## src/rtl/four_input_debounce_if.sv

```systemverilog
// Switch-conditioning bus: raw levels in, debounced levels, edge pulses and busy flags out.
interface four_input_debounce_if #(
  parameter int NUM_LANES = 4
);
  logic [NUM_LANES-1:0] sw_in;
  logic [NUM_LANES-1:0] sw_out;
  logic [NUM_LANES-1:0] rise;
  logic [NUM_LANES-1:0] fall;
  logic [NUM_LANES-1:0] busy;

  modport master (output sw_in, input sw_out, rise, fall, busy);
  modport slave  (input sw_in, output sw_out, rise, fall, busy);
endinterface

```

## src/rtl/four_input_debounce.sv

```systemverilog
// Four-channel synchronise + debounce stage feeding the A..D inputs of the AND chain.
// Each lane is an independent 2-flop synchroniser and a counting FSM.
module debounce_lane #(
  parameter int DB_COUNT = 16,
  parameter int CNT_W    = 5
) (
  input  logic clk,
  input  logic rst_n,
  input  logic sw_raw,
  output logic sw_out,
  output logic rise,
  output logic fall,
  output logic busy
);
  typedef enum logic [1:0] {LOW, RISING, HIGH, FALLING} state_t;

  localparam logic [CNT_W-1:0] LAST = CNT_W'(DB_COUNT - 1);
  localparam logic [CNT_W-1:0] ONE  = CNT_W'(1);

  state_t           state, nxt;
  logic [CNT_W-1:0] cnt, cnt_nxt;
  logic             s1, s2;
  logic             sw_d, rise_d, fall_d, busy_d;

  always_ff @(posedge clk or negedge rst_n) begin
    if (!rst_n) begin
      s1     <= 1'b0;
      s2     <= 1'b0;
      state  <= LOW;
      cnt    <= '0;
      sw_out <= 1'b0;
      rise   <= 1'b0;
      fall   <= 1'b0;
      busy   <= 1'b0;
    end else begin
      s1     <= sw_raw;
      s2     <= s1;
      state  <= nxt;
      cnt    <= cnt_nxt;
      sw_out <= sw_d;
      rise   <= rise_d;
      fall   <= fall_d;
      busy   <= busy_d;
    end
  end

  // cnt only advances below LAST, so it can never wrap.
  always_comb begin
    nxt     = state;
    cnt_nxt = '0;
    case (state)
      LOW:
        if (s2) begin
          if (DB_COUNT == 1) nxt = HIGH;
          else begin
            nxt     = RISING;
            cnt_nxt = ONE;
          end
        end
      RISING:
        if (!s2)              nxt = LOW;
        else if (cnt == LAST) nxt = HIGH;
        else                  cnt_nxt = cnt + ONE;
      HIGH:
        if (!s2) begin
          if (DB_COUNT == 1) nxt = LOW;
          else begin
            nxt     = FALLING;
            cnt_nxt = ONE;
          end
        end
      FALLING:
        if (s2)               nxt = HIGH;
        else if (cnt == LAST) nxt = LOW;
        else                  cnt_nxt = cnt + ONE;
      default: nxt = LOW;
    endcase
  end

  // Outputs are decoded from the upcoming state so they land in the same edge as the FSM.
  always_comb begin
    sw_d   = (nxt == HIGH) || (nxt == FALLING);
    busy_d = (nxt == RISING) || (nxt == FALLING);
    rise_d = (nxt == HIGH) && ((state == LOW) || (state == RISING));
    fall_d = (nxt == LOW) && ((state == HIGH) || (state == FALLING));
  end
endmodule

module four_input_debounce #(
  parameter int DB_COUNT = 16,
  parameter int CNT_W    = 5
) (
  input  logic                 clk,
  input  logic                 rst_n,
  four_input_debounce_if.slave bus
);
  localparam int NUM_LANES = 4;

  for (genvar i = 0; i < NUM_LANES; i++) begin : g_lane
    debounce_lane #(.DB_COUNT(DB_COUNT), .CNT_W(CNT_W)) u_lane (
      .clk    (clk),
      .rst_n  (rst_n),
      .sw_raw (bus.sw_in[i]),
      .sw_out (bus.sw_out[i]),
      .rise   (bus.rise[i]),
      .fall   (bus.fall[i]),
      .busy   (bus.busy[i])
    );
  end
endmodule

```

## src/flat_wrapper.sv

```systemverilog
// flat-port wrapper written by rule: the top's interface ports become plain ports
module four_input_debounce_flat 
#(
  parameter int DB_COUNT = 16,
  parameter int CNT_W    = 5
)
  (clk, rst_n, bus_sw_in, bus_sw_out, bus_rise, bus_fall, bus_busy);
  four_input_debounce_if bus_i ();
  input  logic clk;
  input  logic rst_n;
  input wire logic [$bits(bus_i.sw_in)-1:0] bus_sw_in;
  output wire logic [$bits(bus_i.sw_out)-1:0] bus_sw_out;
  output wire logic [$bits(bus_i.rise)-1:0] bus_rise;
  output wire logic [$bits(bus_i.fall)-1:0] bus_fall;
  output wire logic [$bits(bus_i.busy)-1:0] bus_busy;
  assign bus_i.sw_in = bus_sw_in;
  assign bus_sw_out = bus_i.sw_out;
  assign bus_rise = bus_i.rise;
  assign bus_fall = bus_i.fall;
  assign bus_busy = bus_i.busy;
  four_input_debounce #(.DB_COUNT(DB_COUNT), .CNT_W(CNT_W)) u_core (.clk(clk), .rst_n(rst_n), .bus(bus_i));
endmodule
```

## config.mk

```make
export PLATFORM = sky130hd
export DESIGN_NAME = four_input_debounce_flat
export DESIGN_NICKNAME = d
export VERILOG_FILES = /design/src/rtl/four_input_debounce_if.sv /design/src/rtl/four_input_debounce.sv /design/src/flat_wrapper.sv
export SDC_FILE = /design/constraint.sdc
export NUM_CORES = 1
export LEC_CHECK = 0
export CORE_MARGIN = 3
export CORE_UTILIZATION = 45
export DETAILED_ROUTE_END_ITERATION = 6
export PLACE_DENSITY = 0.78
export SLEW_MARGIN = 10
export SYNTH_ARGS = -nofsm -noshare
export SYNTH_HDL_FRONTEND = slang
export SYNTH_SLANG_ARGS = --single-unit
```

## constraint.sdc

```tcl
create_clock -name clk -period 3.2 [get_ports clk]
set_input_delay 0.64 -clock clk [delete_from_list [all_inputs] [get_ports clk]]
set_output_delay 0.64 -clock clk [all_outputs]
set_load 0.005 [all_outputs]
```

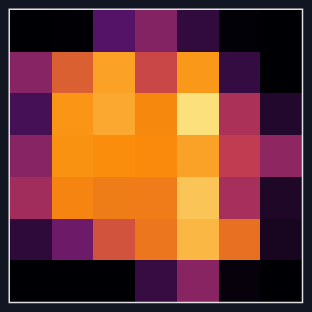
Figure 1: run 1, cell area per tile.
Drawn at 4 px/um. 7 x 7 tiles, from black (low) to pale yellow (high), 0 to 100% covered.
The fullest tile reaches 93%. The mean over all tiles is 41%. The emptiest ninth of the die: upper right. The densest ninth of the die: centre. 20% of the tiles are over 75% full.

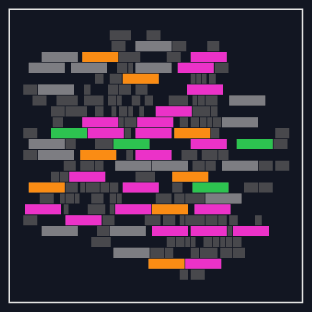
Figure 2: run 1, where the registers sit.
Drawn at 4 px/um. Other sequential cells in the stronger grey, the rest of the logic in the fainter grey.
Key: green = u_core.g_lane.u_lane.rise [sequential cells 4]; orange = u_core.g_lane.u_lane.state [sequential cells 8]; magenta = u_core.g_lane.u_lane.cnt [sequential cells 20]

==> README.md, run 1 <==
| Result | Reported |
|---|---|
| Final instance area | 2240 um2 |
| Dominant kind of combinational cell | simple AND/OR/NAND/NOR gates |
| Clk slew on worst S/H paths | 0.09 ns |
| Path type of the worst min-delay path | register to register |
| Layout clock buffers | 6 |
| Setup slack at placement | 1.54 ns |
| # nets final | 180 |
| CP max-delay cell | clkdlybuf4s50_1 |
| CP Buf/Inv Count | 1 |
| Synth-to-layout area growth | 11.1% |
| Global-route congestion overflow total | 0 |
| Horizontal die dimension | 73.0 um |
| Launch instance of the worst min-delay path | u_core.g_lane[2].u_lane.s1 |
| Tally of OpenROAD warnings | 26 |
| Post-Place Cells | 213 |
| Unique cell type count in the Yosys netlist | 26 |
| Reg with most FFs | u_core.g_lane.u_lane.cnt |
| GPL Wtd Cong | 0.726 |
| Worst Path Max Fanout | 5 |
| Logic share of the area | 0.289 |
| Final tally of setup violations | 0 |
| Port-buffer cells | 21 |
| Met2 Wirelength | 1300 um |
| Highest Signal Layer | met4 |
| DRC violation total after the first TritonRoute iteration | 85 |
| Std cell rows | 23 |
| Clk ins delay skew pair | 0.30 ns |
| Areal power density over the cells | 475 nW/um2 |
| Avg WL per Cell | 12.8 um |
| Global-route met3 utilization | 0.0496 |
| Post-route minimum period | 1.87 ns |
| Smallest setup slack after layout | 1.33 ns |
| Crit start category | register |
| Clock root buffer master | clkbuf_8 |
| Well Taps | 50 |
| Relative slew slack | 0.313 |
| Most frequent cells in the layout | 49 x dfrtp_1, 20 x clkdlybuf4s50_1, 14 x nand2_1, 8 x and3_1, 8 x nor3b_1 |
| Hold WS | 0.346 ns |
| Final tally of max-slew violations | 0 |
| Gr busiest metal | met2 |
| Largest area contributor in the netlist | dfrtp_1 |
| Cells along the critical path | clkdlybuf4s50_1 |
| Count of plain and timing-repair buffers in the layout | 21 |
| Finished Core Util | 0.537 |
| Outcome | finished clean |
| Dominant logic cell type in the layout | dfrtp_1 |
| Start point of the critical path | u_core.g_lane[0].u_lane.state[0] |
| Cts hold-fix bufs | 0 |
| Layout Cells excl Fill | 221 |
| CP Data Arrival Time | 1.23 ns |
| Post-CTS Setup Inserts | 0 |
| Fp util | 0.483 |
| Hpwl dp | 1990 um |
| Peak clock frequency supported by timing | 535 MHz |
| RR Startpoint | u_core.g_lane[1].u_lane.cnt[0] |
| Antenna violations before repair | 0 |
| Initial DRT Pass Iterations | 4 |
| Relative area of clock buffers and inverters in the final design | 0.0430 |
| Share of cell area taken by flip-flops and latches | 0.547 |
| Number of filler cells placed in the layout | 328 |
| Non-clk invs | 1 |
| Share of post-route cells with drive strength above 1 | 0.111 |
| Design Power | 1.06 mW |
| Yosys top cell area share | 0.608 |
| DR WL met3 | 179 um |
| Worst Setup EP | bus_busy[0] |
| Hold Path Sink | u_core.g_lane[2].u_lane.s2 |
| Chip Area, Yosys | 2020 um2 |
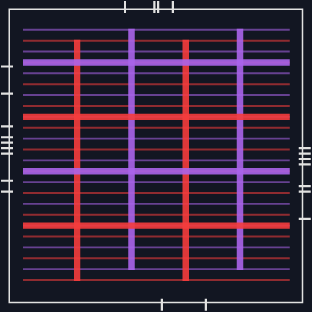
Figure 3: run 1, floorplan with the power grid.
Drawn at 4 px/um. Pins as bars on the die edge.
Key: purple = VDD; red = VSS
The core has 23 rows. 24 met1 rails follow the rows. 4 straps on met4. 4 straps on met5.

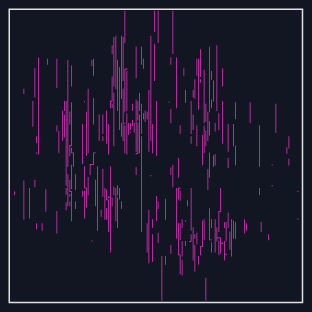
Figure 4: run 1, M2 wires.
Drawn at 4 px/um.
The layer carries 1300 um of wire. 151 nets have wire on it. The longest straight run is 26.5 um. The wires run mostly vertical. The layer holds 46% of the routed length.
total detailed-routing wirelength: 2840 um
vias: 1105
met2 track utilization from global routing: 0.197

run 1: synth_stat cells, drive strengths merged:
cell type / instances
a31oi: 3
nor3: 1
buf: 18
and2: 7
dfrtp: 49
nor3b: 8
xor2: 5
or2: 1
nand4b: 4
nand2b: 6
mux2: 8
nor2: 7
xnor2: 4
and4b: 1
ha: 4
o21ai: 1
inv: 1
nand3: 8
nand2: 14
clkbuf: 1
and3: 8
or3b: 2
run 1: where the power goes:
group | leakage, nW | switching [mW] | internal (mW) | total [mW]
combinational | 0.324 | 0.0242 | 0.0212 | 0.0454
clock | 0.0512 | 0.197 | 0.175 | 0.372
sequential | 0.646 | 0.0129 | 0.634 | 0.646
==> run 2, diff against run 1 <==
--- a/config.mk
+++ b/config.mk
@@ -8,7 +8,7 @@
 export CORE_MARGIN = 3
 export CORE_UTILIZATION = 45
 export DETAILED_ROUTE_END_ITERATION = 6
-export PLACE_DENSITY = 0.78
+export PLACE_DENSITY = 0.8
 export SLEW_MARGIN = 10
 export SYNTH_ARGS = -nofsm -noshare
 export SYNTH_HDL_FRONTEND = slang
==> constraint.sdc (replaced) <==
create_clock -name clk -period 1.51 [get_ports clk]
set_input_delay 0.302 -clock clk [delete_from_list [all_inputs] [get_ports clk]]
set_output_delay 0.302 -clock clk [all_outputs]
set_load 0.005 [all_outputs]
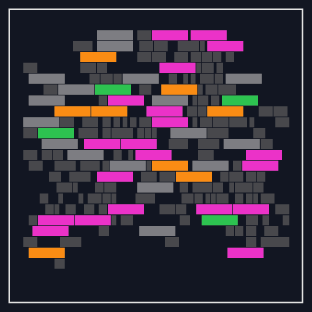
Figure 5: run 2, where the registers sit.
Drawn at 4 px/um. Other sequential cells in the stronger grey, the rest of the logic in the fainter grey.
Key: magenta = u_core.g_lane.u_lane.cnt [sequential cells 20]; orange = u_core.g_lane.u_lane.state [sequential cells 8]; green = u_core.g_lane.u_lane.rise [sequential cells 4]
Another 17 sequential cells are not coloured.

==> run 2 against run 1 <==
Sequential power increased by 110%; clock power increased by 100%; utilization increased by 3.9 points; sequential share of layout area decreased by 3.7 points; global-route usage increased by 1.0 points; cell area increased by 7.3%; worst setup slack got worse by 1.3 ns; synthesized area unchanged; synthesized cell count unchanged; clock-buffer cell count increased by 1; combinational power increased to 3.1 times the previous value.
==> README.md, run 2 <==
| Result | Reported | vs previous |
|---|---|---|
| Outcome | finished clean |  |
| Unique cell type count in the Yosys netlist | 26 | unchanged |
| Cells after Synth | 161 |  |
| CP Buf/Inv Count | 0 | -1 |
| Dominant kind of combinational cell | simple AND/OR/NAND/NOR gates |  |
| Start point of the critical path | u_core.g_lane[1].u_lane.cnt[0] |  |
| Clock root buffer master | clkbuf_8 |  |
| Final instance area | 2400 um2 | +7.3% |
| Design Power | 2.26 mW | +110% |
| Net switching component of the power | 477 uW | +100% |
| Post-route minimum period | 1.48 ns |  |
| RR Startpoint | u_core.g_lane[1].u_lane.cnt[0] |  |
| Final tally of setup violations | 0 | unchanged |
| Clock share of power | 0.333 | -0.017 |
| Most frequent cells in the layout | 49 x dfrtp_1, 20 x clkdlybuf4s50_1, 13 x nand2_1, 13 x buf_4, 8 x and3_1 |  |
| Vias | 1208 | +9.3% |
| Peak clock frequency supported by timing | 674 MHz |  |
| GPL Wtd Cong | 0.720 | -0.89% |
| Max power group | sequential cells |  |
| Path type of the worst min-delay path | register to register |  |
| Areal power density over the cells | 939 nW/um2 | +98% |
| CP Data Arrival Time | 1.67 ns | +0.44 ns |
| Proportion of total power due to net switching | 0.211 | -0.00838 |
| Maximum number of buffers from clock root to sink | 2 |  |
| Largest area contributor in the netlist | dfrtp_1 |  |
| Horizontal die dimension | 73.0 um | unchanged |
| Hpwl dp | 2180 um | +9.7% |
| Relative slew slack | 0.817 | +0.504 |
| Chip Area, Yosys | 2020 um2 | unchanged |
| Initial DRT Pass Iterations | 4 | unchanged |
| Global-route congestion overflow total | 0 | unchanged |
| Worst Path Max Fanout | 5 | unchanged |
| Int Power | 1.78 mW | +110% |
| Synth-to-layout area growth | 19.2% |  |
| Clk slew on worst S/H paths | 0.08 ns | about the same |
| Worst Setup EP | u_core.g_lane[1].u_lane.state[1] |  |
| Hold WS | 0.350 ns | +0.00395 ns |
| Count of boundary I/O pins | 22 |  |
| Power drawn by the clock network | 751 uW | +100% |
| Most common cell in the synthesized netlist | dfrtp_1 |  |
| Finished Core Util | 0.576 | +0.0390 |
| Post-Place Cells | 221 | +3.8% |
| Crit start category | register |  |
| Combinational share of power | 0.062 | +0.019 |
| Tally of OpenROAD warnings | 28 | +7.7% |
| Smallest setup slack after layout | 0.0266 ns | -1.30 ns |
| Hold Path Sink | u_core.g_lane[0].u_lane.s2 |  |
| Setup slack at placement | -0.0258 ns | -1.56 ns |
| Launch instance of the worst min-delay path | u_core.g_lane[0].u_lane.s1 |  |
| Reg with most FFs | u_core.g_lane.u_lane.cnt |  |
| Clk ins delay skew pair | 0.30 ns | about the same |
| # nets final | 196 | +8.9% |
| Total detailed-routing wirelength | 3200 um | +13% |
| DRC violation total after the first TritonRoute iteration | 77 | -9.4% |
| Power drawn by the sequential cells | 1.37 mW | +110% |
| Count of flip-flops with a built-in enable after synthesis | 0 | unchanged |
| Share of async-settable or async-resettable flops after synthesis | 1.00 | unchanged |
| Dominant logic cell type in the layout | dfrtp_1 |  |
| Power in combinational cells | 139 uW | +210% |
| Port-buffer cells | 21 | unchanged |
| Leading cell types by count after synthesis | 49 x dfrtp_1, 16 x buf_4, 14 x nand2_1 |  |
| Fp util | 0.483 | unchanged |
| CP max-delay cell | or3b_4 |  |
| Most used flip-flop cell | dfrtp_1 |  |
| Layout Cells excl Fill | 236 | +6.8% |
| Std cell rows | 23 | unchanged |
| Cells along the critical path | ha_2 > nand3_2 > or3b_4 > mux2_4 |  |
| Number of filler cells placed in the layout | 338 | +3.0% |
run 2: cell counts after synthesis:
No cell type changed its count.
run 2: layout make-up:
cell class	instances	share of cell area
sequential	49	0.510
tap	50	0.0260
multi-input combinational	92	0.283
inverter	1	0.00156
timing repair buffer	37	0.143
clock buffer	7	0.0359
run 2: repair_timing:
item	4_1_cts	5_1_grt
gates resized	3	6
hold buffers	1	0
setup endpoints to repair	11	8
setup buffers	3	4
hold endpoints to repair	49	0
pin swaps	0	1
run 2: routing by layer:
| layer | global-route usage | vias up | part of all wire |
|---|---|---|---|
| met5 | 0 | - | 0 |
| met4 | 0.0738 | 0 | 0.020 |
| met3 | 0.0386 | 4 | 0.046 |
| met2 | 0.230 | 23 | 0.52 |
| met1 | 0.161 | 607 | 0.42 |
| li1 | - | 574 | - |
No activity file was given, so power comes from the tool's default toggle rates.
